run_1/layers.png
Drawn at 10 px/um.
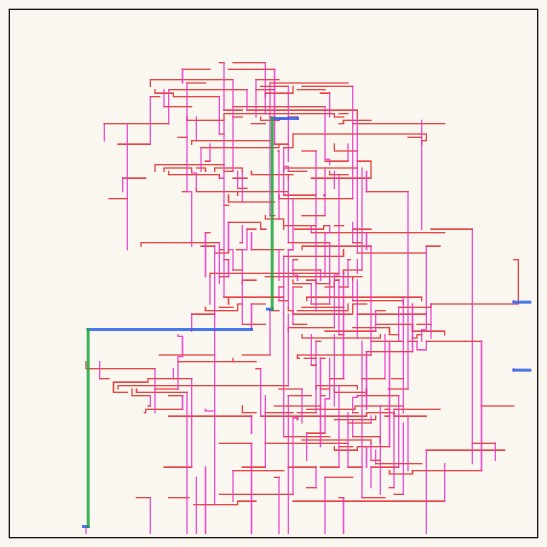
run_1/clock_nets.png
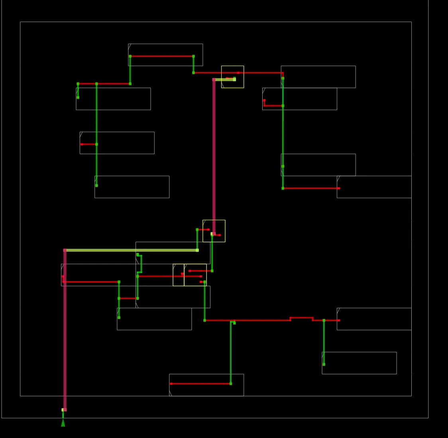
run_1/util_map.png
Drawn at 8 px/um. The die is cut into 11 by 11 equal tiles; white is low, dark blue is high, 0 to 100% covered.
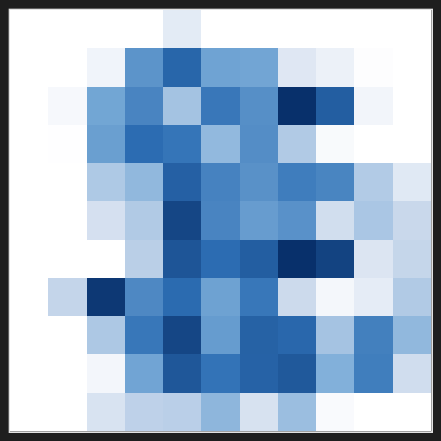
===== config.mk =====
export PLATFORM = sky130hd
export DESIGN_NAME = rx_capture_sequencer
export DESIGN_NICKNAME = d
export VERILOG_FILES = /design/src/rtl/rx_capture_sequencer.sv
export SDC_FILE = /design/constraint.sdc
export NUM_CORES = 1
export LEC_CHECK = 0
export CAP_MARGIN = 10
export CORE_MARGIN = 2
export CORE_UTILIZATION = 35
export DETAILED_ROUTE_END_ITERATION = 6
export PLACE_DENSITY_LB_ADDON = 0.3
export SYNTH_ARGS = -nofsm -noshare
export SYNTH_HDL_FRONTEND = slang
export SYNTH_SLANG_ARGS = --single-unit

===== constraint.sdc =====
create_clock -name posedge_clk -period 4.1 [get_ports posedge_clk]
set_input_delay 0.615 -clock posedge_clk [delete_from_list [all_inputs] [get_ports posedge_clk]]
set_output_delay 0.615 -clock posedge_clk [all_outputs]
set_load 0.02 [all_outputs]

===== src/rtl/rx_capture_sequencer.sv =====
// Receive capture sequencer: releases the bit-capture reset, detects first-bit
// arrival and times link inactivity to flag a SpaceWire disconnect.
module rx_capture_sequencer #(
  parameter int unsigned DISC_CYCLES = 43,
  parameter int unsigned RESET_HOLD  = 4,
  parameter int unsigned CNT_W       = 8
) (
  input  logic       posedge_clk,
  input  logic       rx_reset,
  input  logic       rx_enable,
  input  logic       rx_din_sync,
  input  logic       rx_sin_sync,
  input  logic       err_clear,
  output logic       capture_resetn,
  output logic       capture_active,
  output logic       got_bit,
  output logic       disconnect_err,
  output logic [2:0] state
);

  typedef enum logic [2:0] {
    ST_OFF        = 3'b000,
    ST_HOLD       = 3'b001,
    ST_ARMED      = 3'b010,
    ST_ACTIVE     = 3'b011,
    ST_DISCONNECT = 3'b100
  } state_t;

  localparam logic [CNT_W-1:0] HOLD_LAST = CNT_W'(RESET_HOLD - 1);
  localparam logic [CNT_W-1:0] DISC_LAST = CNT_W'(DISC_CYCLES - 1);

  state_t           state_q, state_d;
  logic [CNT_W-1:0] cnt_q, cnt_d;
  logic             din_q, sin_q;
  logic             activity;
  logic             got_bit_d;
  logic             err_set;

  assign activity = (rx_din_sync ^ din_q) | (rx_sin_sync ^ sin_q);

  always_comb begin
    state_d   = state_q;
    cnt_d     = cnt_q;
    got_bit_d = 1'b0;
    err_set   = 1'b0;
    if (!rx_enable) begin
      state_d = ST_OFF;
      cnt_d   = '0;
    end else begin
      case (state_q)
        ST_OFF: begin
          state_d = ST_HOLD;
          cnt_d   = '0;
        end
        ST_HOLD: begin
          if (cnt_q == HOLD_LAST) begin
            state_d = ST_ARMED;
            cnt_d   = '0;
          end else begin
            cnt_d = cnt_q + 1'b1;
          end
        end
        ST_ARMED: begin
          if (activity) begin
            state_d   = ST_ACTIVE;
            got_bit_d = 1'b1;
            cnt_d     = '0;
          end
        end
        ST_ACTIVE: begin
          // Activity on the terminal edge keeps the link alive.
          if (activity) begin
            cnt_d = '0;
          end else if (cnt_q == DISC_LAST) begin
            state_d = ST_DISCONNECT;
            err_set = 1'b1;
            cnt_d   = '0;
          end else begin
            cnt_d = cnt_q + 1'b1;
          end
        end
        ST_DISCONNECT: begin
          state_d = ST_HOLD;
          cnt_d   = '0;
        end
        default: begin
          state_d = ST_OFF;
          cnt_d   = '0;
        end
      endcase
    end
  end

  always_ff @(posedge posedge_clk or posedge rx_reset) begin
    if (rx_reset) begin
      state_q        <= ST_OFF;
      cnt_q          <= '0;
      din_q          <= 1'b0;
      sin_q          <= 1'b0;
      got_bit        <= 1'b0;
      disconnect_err <= 1'b0;
    end else begin
      state_q        <= state_d;
      cnt_q          <= cnt_d;
      din_q          <= rx_din_sync;
      sin_q          <= rx_sin_sync;
      got_bit        <= got_bit_d;
      disconnect_err <= err_set | (disconnect_err & ~err_clear);
    end
  end

  assign capture_resetn = (state_q == ST_ARMED) || (state_q == ST_ACTIVE);
  assign capture_active = (state_q == ST_ACTIVE);
  assign state          = state_q;

endmodule

==> results_dict.tcl, run 1 <==
# flow metrics
set metrics [dict create \
    status "finished clean" \
    r2r_start "cnt_q[6]" \
    num_rows 17 \
    crit_chain "inv_1 > nor3_1 > clkdlybuf4s50_1" \
    yosysWarningCount 0 \
    synth_cell_types 31 \
    synth.avg_cell_area_um2 9.43 \
    io_pins 13 \
    startpoint_type "flop" \
    use_met3_pct 2.57 \
    dieArea_um2 2780 \
    area_growth_pct 20.1 \
    synthArstFlopShare_pct 100 \
    gp_congestion 0.791 \
    synth_nets 96 \
    cp-startpoint "state[1]" \
    fill_cells 214 \
    drv_slew 0 \
    cts_buffer_depth 2 \
    cts-root-buf "clkbuf_4" \
    gr-usage-met1_pct 19.0 \
    tool_warnings 27 \
    final_nets 109 \
    grtUsageTotal_pct 14.9 \
    regToRegSetupSlack_ps 2130 \
    rsz0062_at_grt "no" \
    ctsResizeCount 0 \
    top_usage_layer "met2" \
    required_ps 3480 \
    stdcell_area_um2 996 \
    routed_wl_um 1670 \
    setup-tns-final_ps 0 \
    postCtsSetupRepairBufs 0 \
    die_y_um 52.7 \
    hold_start "disconnect_err" \
    r2r_cells 5 \
    whs_ps 505 \
    maxCapViolCount 0 \
    worstPathArrival_ps 1740 \
    drc 0 \
    min_delay_worst_endpoint "disconnect_err" \
    grt_pass1_wl_um 2950 \
    hold_path_class "reg2reg" \
    dpl-instance-area_um2 970 \
    clock_latency_ps 280 \
    hold_viol 0 \
    grt_use_met2_pct 23.1 \
    whs_path_depth 1 \
    reg2reg_to "cnt_q[4]" \
    drive_above_1_share_pct 8.00 \
    first_global_vias 639 \
    ant_nets 0 \
    firstDrtPassIters 4 \
    worstPathMaxFanout 10 \
    p_leak_nw 0.435 \
    cts_num_sinks 15 \
    vias_per_cell 5.23 \
    grt_max_degree 16 \
    cp_slowest_stage_delay_ps 640 \
    gr-total-overflow 0 \
    vias 669 \
    fin_crit_sh_pct 57.5 \
    end_kind "output port" \
    postSynthCellCount 88 \
    slowest_stage "clkdlybuf4s50_1" \
    dieWidth_um 52.7 \
    period_minus_slack_ps 2360 \
    htree_levels 1 \
    hpwlAfterDp_um 1240 \
    synth_chip_area_um2 830 \
    cts_tree "yes" \
    flop_area_um2 375 \
]
Back to the opening pictures, layers.png:
- blue: M3 (wire length 22.5 um)
- green: M4 (wire length 38.8 um)
- red: M1 (wire length 817 um)
- magenta: M2 (wire length 787 um)

Back to the opening pictures, clock_nets.png:
clk pwr: 0.0856 mW
final clock skew: 0.724 ps
# clk buffers: 4

Back to the opening pictures, util_map.png:
- tiles over 75% full: 16%
- densest ninth of the die: centre
- mean over tiles: 35%
- fullest tile: 100%
- nearly empty tiles: 30%
core box area: 2230 um^2
fp_density: 37.1%

## run 1: state kept, by name, indices dropped and copies added (netlist names)
signal / count
din_q: 1
sin_q: 1
state: 3
cnt_q: 8
disconnect_err: 1
got_bit: 1
## run 1: final cells by class
cell class / count / area share [%]
clock buffer: 4 / 2.64
inverter: 5 / 1.88
multi-input combinational: 64 / 42.2
sequential: 15 / 37.7
tap: 28 / 3.52
timing repair buffer: 12 / 12.1
## run 1: per-stage QoR
step	total power [mW]	util (%)	setup slack (ps)	std cells
after detailed placement	0.190	43.4	1720	124
after floorplan	0.175	-	2200	88
after global routing	0.290	44.6	1560	128
final	0.272	44.6	1740	128
after global placement	0.188	43.4	1760	124
after CTS	0.275	44.6	1730	128
## run 1: critical path, delay by kind of cell, from the launching register on
| kind | cells | cell delay [ps] |
|---|---|---|
| buf+inv | 2 | 760 |
| flops | 1 | 520 |
| simple gates | 1 | 180 |
## run 1: cell usage after synthesis, drive strengths merged (2+ instances only)
cell	number	area share, %
nand4	2	1.5
nor2	5	2.3
or3	2	1.5
xnor2	3	3.2
a21o	3	2.7
a21oi	4	2.4
nor3	3	1.8
inv	5	2.3
ha	2	3.0
nand2	8	3.6
clkbuf	4	1.8
and2	2	1.5
and3	2	1.5
dfrtp	15	45
o21ai	7	4.2
nand3	4	2.4
nand2b	3	2.3
## run 1: power breakdown
| group | switching (mW) | leakage (nW) | internal (mW) |
|---|---|---|---|
| combinational | 0.0168 | 0.217 | 0.0137 |
| clock | 0.0478 | 0.0150 | 0.0378 |
| sequential | 0.00418 | 0.203 | 0.151 |
| total | 0.0689 | 0.435 | 0.203 |
## run 1: placed cells by master, fill, tap and decap left out
cell type,n
nand2_1,8
a21o_1,3
nor4b_4,1
o22ai_1,1
a2111o_2,1
nor4_1,1
or3_1,2
dfrtp_1,15
a21oi_1,4
or2_2,1
a311oi_1,1
xnor2_1,3
o2bb2ai_1,1
clkbuf_4,3
nand4bb_1,1
nor3_1,3
inv_1,5
clkdlybuf4s50_1,12
ha_1,2
mux2i_1,1
nor2_1,5
o31ai_1,1
and3_1,2
o21ai_0,7
nand4_1,2
and2_1,2
or4_4,1
clkbuf_1,1
nor2b_1,1
and3b_1,1
nand3_1,4
nand2b_1,3
o32a_2,1
## run 1: worst max path at each step
stage / endpoint / slack (ps)
CTS: capture_active / 1730
global route: capture_active / 1560
detailed placement: cnt_q[4] / 1720
finish: capture_active / 1740
global placement: cnt_q[4] / 1760
floorplan: capture_active / 2200
## run 1: per-layer routing
metal  share of wire (%)  vias up  wire length, um
met4                 2.3        0               38
met3                 1.3        4               22
met1                  49      322              816
met2                  47        6              787
li1                    -      337                -
met5                   0        -                0
## run 1: logic make-up (layout without fill, tap and decap cells)
logic type      Yosys count  in the layout  share of synthesized area (%)
simple gates             38             38                           27.3
compound gates           20             20                           16.0
flops                    15             15                           45.2
buf+inv                   9             21                           4.07
xor+xnor                  3              3                           3.17
fa+ha+maj                 2              2                           3.02
mux                       1              1                           1.21
--- run 2 (diff from run 1) ---
clock period = 1.95 ns   (was 4.1 ns; I/O delays follow)
run_2/util_map.png
Drawn at 8 px/um. The die is cut into 11 by 11 equal tiles; white is low, dark blue is high, 0 to 100% covered.
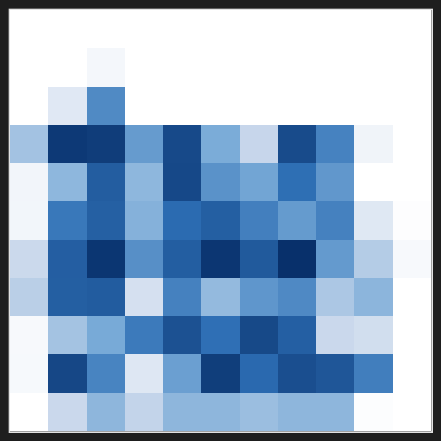
- tiles over 75% full: 21%
- nearly empty tiles: 33%
- emptiest ninth of the die: north-east

run_2/clock_nets.png
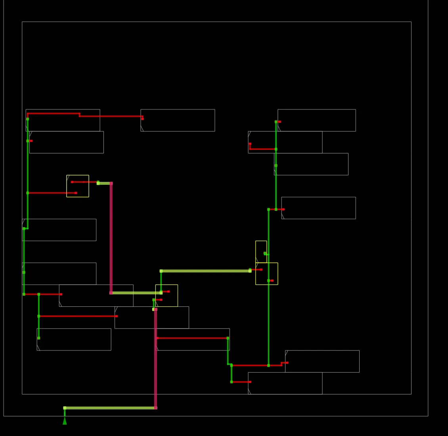
final clock skew: 1.76 ps
clk_lat worst skew: 280 ps

==> results_dict.tcl, run 2 <==
# flow metrics
set metrics [dict create \
    synth_nets 96 \
    final_nets 118 \
    p_leak_nw 0.502 \
    first_global_vias 678 \
    gr-total-overflow 0 \
    htree_levels 1 \
    hold_path_class "in2async" \
    worstPathMaxFanout 8 \
    coreArea_um2 2230 \
    synthArstFlopShare_pct 100 \
    io_pins 13 \
    relSlewSlack_pct 62.0 \
    grt_pass1_wl_um 2900 \
    period_minus_slack_ps 1800 \
    yosysWarningCount 0 \
    tool_warnings 27 \
    area_growth_pct 28.5 \
    synth_chip_area_um2 830 \
    slowest_stage "or4_4" \
    gp_congestion 0.762 \
    ys.flops 15 \
    simple_gate_area_share_pct 27.3 \
    fin_total_pwr_mw 0.577 \
    top_cell "dfrtp_1" \
    most-common-layout-cells "14 x dfrtp_1, 10 x clkdlybuf4s50_1, 9 x buf_4, 8 x nand2_1, 7 x o21ai_0" \
    drv_slew 0 \
    antenna_found_initial 0 \
    top_area_cell "dfrtp_1" \
    postSynthCellCount 88 \
    ant_nets 0 \
    synth.avg_cell_area_um2 9.43 \
    critPathBufInv 0 \
    irDropWorstVdd_mv 0.440 \
    maxCapViolCount 0 \
    routed_wl_um 1660 \
    fin_crit_sh_pct 92.5 \
    yosys.area_share.xor_xnor_pct 3.17 \
    firstDrtPassIters 4 \
    hold_viol 0 \
    status "finished clean" \
    yosysSeqAreaShare_pct 45.2 \
    worstPathArrival_ps 1980 \
    num_rows 17 \
    layout_top_cell "dfrtp_1" \
    rsz0062_at_grt "no" \
    dieArea_um2 2780 \
    cts-root-buf "clkbuf_4" \
    crit_chain "or4_4 > nor4b_4 > a2111o_2 > o22ai_1 > o2bb2ai_1" \
    ys_cells 88 \
    fp-utilization_pct 37.1 \
    drive_above_1_share_pct 16.5 \
    vias_per_cell 5.07 \
    logic_family "simple AND/OR/NAND/NOR gates" \
    p_per_area_nw_per_um2 541 \
    end_kind "flop" \
    grt_max_degree 16 \
    dieWidth_um 52.7 \
    cpLargestDelayFamily "simple AND/OR/NAND/NOR gates" \
    required_ps 2130 \
    cts_num_sinks 15 \
    cts_buffer_depth 2 \
    die_y_um 52.7 \
    yosys-mux-area-fraction_pct 1.21 \
    synth-adder-area-share_pct 3.02 \
    largest_register_ffs 8 \
    grtUsageTotal_pct 14.2 \
    synth_cell_types 31 \
    top_register "cnt_q" \
    ys_top_cells_by_area "dfrtp_1 45%, o21ai_0 4.2%, nand2_1 3.6%" \
    cp_slowest_stage_delay_ps 570 \
    hpwlAfterDp_um 1280 \
    drc 0 \
    max_freq_ghz 0.554 \
    setup-tns-final_ps 0 \
    startpoint_type "flop" \
    vias 694 \
    common_cells "15 x dfrtp_1, 8 x nand2_1, 7 x o21ai_0" \
    synthAoiAreaFrac_pct 16.0 \
    cts_tree "yes" \
    top_area_share_pct 45.2 \
]
run 2: cell counts after synthesis:
Identical to the previous run, type by type.
run 2: repair_timing:
item / CTS / global route
buffers inserted: 0 / 2
pin swaps: 0 / 2
resized: 2 / 1
endpoints found under the hold margin: 0 / 0
setup endpoints to repair: 2 / 4
run 2: layout make-up:
type	instances	area (um^2)
Fill cell	213	1170
Multi-Input combinational cell	64	420
Sequential cell	15	377
Timing Repair Buffer	21	189
Tap cell	28	35.0
Clock buffer	4	26.3
Inverter	5	18.8
run 2: layer usage:
metal  GRT usage (%)  wire length, um  vias up
met2            22.3              750       15
met4            5.98               25        0
li1                -                -      355
met1            18.4              825      320
met5               0                0        -
met3            3.43               60        4
run 2: cells by family (layout without fill, tap and decap cells):
| group | Yosys count | in the layout |
|---|---|---|
| AOI/OAI and AO/OA | 20 | 20 |
| and+or+nand+nor | 38 | 38 |
| muxes | 1 | 1 |
| xor gates and xnor gates | 3 | 3 |
| adders and majority gates | 2 | 2 |
| DFF | 15 | 15 |
| buffers and inverters | 9 | 30 |
run 2: final timing paths:
path                                      from             end  depth (start not counted)  slack (ps)
worst max register to register        cnt_q[6]        cnt_q[4]                          5         150
min in group posedge_clk        disconnect_err  disconnect_err                          1         480
worst max-delay path                  cnt_q[6]        cnt_q[4]                          5         150
max in group asynchronous             rx_reset        state[1]                          2        1190
worst min-delay path                  rx_reset           din_q                          2         350
worst min register to register  disconnect_err  disconnect_err                          1         480
run 2: power by group:
group / switching, mW / leakage (nW) / internal [mW] / total (mW)
Clock: 0.0975 / 0.0150 / 0.0796 / 0.177
Combinational: 0.0363 / 0.286 / 0.0364 / 0.0727
Sequential: 0.00875 / 0.201 / 0.318 / 0.327
Total: 0.143 / 0.502 / 0.434 / 0.577
run 2: stage by stage:
stage                     setup WS [ps]  hold slack (ps)  area (um^2)  instances  utilization, %
after floorplan                     124              194          830         88               -
after global placement            -6.99              459         1020        131            45.8
after detailed placement          -73.4              466         1020        131            45.8
after CTS                          15.0              374         1050        135            46.9
after global routing               8.33              402         1070        137            47.7
final                               145              354         1070        137            47.7
--- run 3 (diff from run 2) ---
PLACE_DENSITY_LB_ADDON = default   (was 0.3)
run_3/ff_map.png
Drawn at 10 px/um. Other sequential cells in the stronger grey, the rest of the logic in the fainter grey.
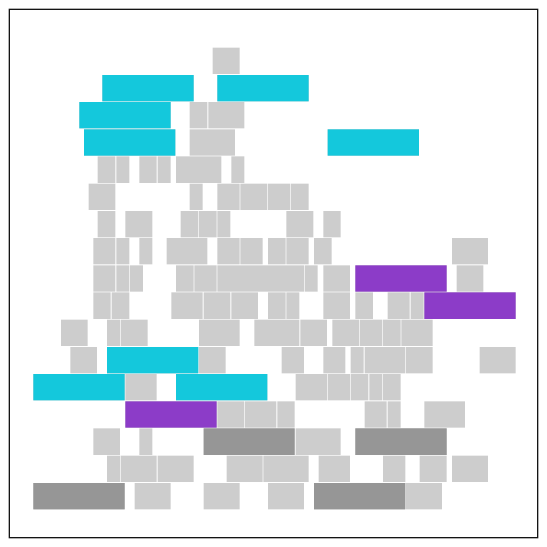
- cyan: cnt_q (flops 8)
- purple: state (flops 3)
fin util: 49.7%
sequential cell area share: 33.8%

run_3/util_map.png
Drawn at 8 px/um. The die is cut into 11 by 11 equal tiles; white is low, dark blue is high, 0 to 100% covered.
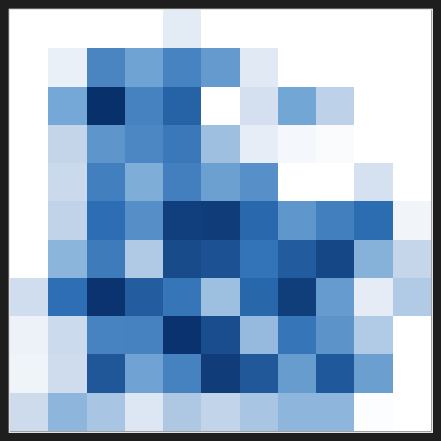
- mean over tiles: 39%
- tiles over 75% full: 17%
- densest ninth of the die: centre

==> results_dict.tcl, run 3 <==
# flow metrics
set metrics [dict create \
    drc 0 \
    gr-total-overflow 0 \
    synth.avg_cell_area_um2 9.43 \
    num_rows 17 \
    end_kind "flop" \
    die_y_um 52.7 \
    clock_skew_ps 5.39 \
    port_buffers 12 \
    diodes 0 \
    postSynthCellCount 88 \
    max_freq_ghz 0.544 \
    grtUsageTotal_pct 16.3 \
    critPathBufInv 0 \
    fin_crit_sh_pct 94.3 \
    ant_nets 0 \
    most-common-layout-cells "15 x dfrtp_1, 13 x buf_4, 10 x clkdlybuf4s50_1, 8 x nand2_1, 7 x o21ai_0" \
    postCtsHoldBufs 0 \
    final_cells 142 \
    cts_tree "yes" \
    hold_path_class "in2async" \
    p_per_area_nw_per_um2 536 \
    hpwlAfterDp_um 1380 \
    drtIter0Drc 12 \
    startpoint_type "flop" \
    routedWlPerCell_um 13.5 \
    r2r_start "cnt_q[6]" \
    required_ps 2150 \
    dpl-instance-area_um2 1060 \
    antenna_found_initial 0 \
    fill_cells 217 \
    cts-root-buf "clkbuf_4" \
    cp-startpoint "cnt_q[6]" \
    synth_cell_types 31 \
    top_area_share_pct 45.2 \
    ys_cells 88 \
    syn_area_um2 830 \
    synth_nets 96 \
    cp_slowest_stage_delay_ps 580 \
    common_cells "15 x dfrtp_1, 8 x nand2_1, 7 x o21ai_0" \
    htree_levels 1 \
    grt_max_degree 16 \
    top_area_cell "dfrtp_1" \
    ys.flop_type "dfrtp_1" \
    crit_chain "or4_4 > nor4b_4 > a2111o_2 > o22ai_1 > o2bb2ai_1" \
    clkTransAtPathRegs_ps 100 \
    clock_latency_ps 300 \
    logic_area_um2 432 \
    ys_top_cells_by_area "dfrtp_1 45%, o21ai_0 4.2%, nand2_1 3.6%" \
    vias_per_cell 5.25 \
    drv_slew 0 \
    synth_chip_area_um2 830 \
    relSlewSlack_pct 61.8 \
    dieArea_um2 2780 \
    gp_congestion 0.785 \
    top_cell "dfrtp_1" \
    status "finished clean" \
    tool_warnings 27 \
    period_minus_slack_ps 1840 \
    edf_count 0 \
    dieWidth_um 52.7 \
    firstDrtPassIters 4 \
    placedCellCount 136 \
    irDropWorstVdd_mv 0.432 \
    worst_pin_slew_ps 573 \
    worstPathMaxFanout 5 \
    maxCapViolCount 0 \
    io_pins 13 \
    cts_buffer_depth 2 \
    cts_num_sinks 15 \
    layout_top_cell "dfrtp_1" \
    hold_viol 0 \
    area_growth_pct 33.9 \
    vias 745 \
    flop_area_um2 375 \
    setup-tns-final_ps 0 \
    path_class "reg2reg" \
    routed_wl_um 1920 \
    rsz0062_at_grt "no" \
    cpLargestDelayFamily "simple AND/OR/NAND/NOR gates" \
    synthArstFlopShare_pct 100 \
    worstPathArrival_ps 2040 \
    coreArea_um2 2230 \
    largest_register_ffs 8 \
    slowest_stage "or4_4" \
    p_leak_nw 0.546 \
    ys.flops 15 \
    first_global_vias 698 \
    stdcell_area_um2 1110 \
    cts_buffers 3 \
    fp-utilization_pct 37.1 \
    yosysWarningCount 0 \
    drive_above_1_share_pct 19.3 \
    top_register "cnt_q" \
    final_nets 123 \
    setup_viol 0 \
    yosysSeqAreaShare_pct 45.2 \
    grt_pass1_wl_um 3210 \
]
-- run 3: per-stage QoR --
stage | utilization, % | total power [mW] | hold slack (ps) | setup WS, ps
finish | 49.7 | 0.596 | 339 | 112
global placement | 47.5 | 0.406 | 458 | -5.49
detailed placement | 47.5 | 0.407 | 474 | -101
CTS | 48.7 | 0.600 | 365 | 10.2
floorplan | - | 0.369 | 194 | 124
global route | 49.7 | 0.623 | 433 | 28.0
-- run 3: what timing repair did --
action / CTS / global route
hold endpoints to repair: 0 / 0
resized: 0 / 2
endpoints found under the setup margin: 0 / 3
setup buffers: 0 / 1
-- run 3: worst paths after layout --
kind                                   to  slack [ps]  cells after the start
max                              cnt_q[4]         110                      5
min                              state[2]         340                      2
max reg2reg                      cnt_q[4]         110                      5
min reg2reg                disconnect_err         490                      1
max in group asynchronous        cnt_q[3]        1230                      2
min in group posedge_clk            sin_q         470                      1
-- run 3: cell type report --
type | instances | share of cell area, %
Timing Repair Buffer | 25 | 20.0
Sequential cell | 15 | 33.8
Multi-Input combinational cell | 65 | 38.9
Tap cell | 28 | 3.15
Clock buffer | 3 | 2.03
Inverter | 5 | 1.69
Clock inverter | 1 | 0.450
-- run 3: where the power goes --
group	internal (mW)	total (mW)	switching [mW]
sequential	0.319	0.324	0.00545
combinational	0.0374	0.0793	0.0418
clock	0.0765	0.193	0.116
total	0.432	0.596	0.163
-- run 3: cells by family (layout without fill, tap and decap cells) --
logic type	after synthesis	count (layout)	share of synthesized area [%]
muxes	1	1	1.21
adders and majority gates	2	2	3.02
and+or+nand+nor	38	38	27.3
xor gates and xnor gates	3	3	3.17
DFF	15	15	45.2
AOI/OAI and AO/OA	20	21	16.0
buffers and inverters	9	34	4.07
-- run 3: per-layer routing --
metal | vias up | routed length [um] | track usage, %
met5 | - | 0 | 0
met4 | 0 | 43 | 8.97
met3 | 4 | 40 | 3.43
met2 | 13 | 885 | 25.6
met1 | 358 | 945 | 20.6
li1 | 370 | - | -
No activity file was given, so power comes from the tool's default toggle rates.
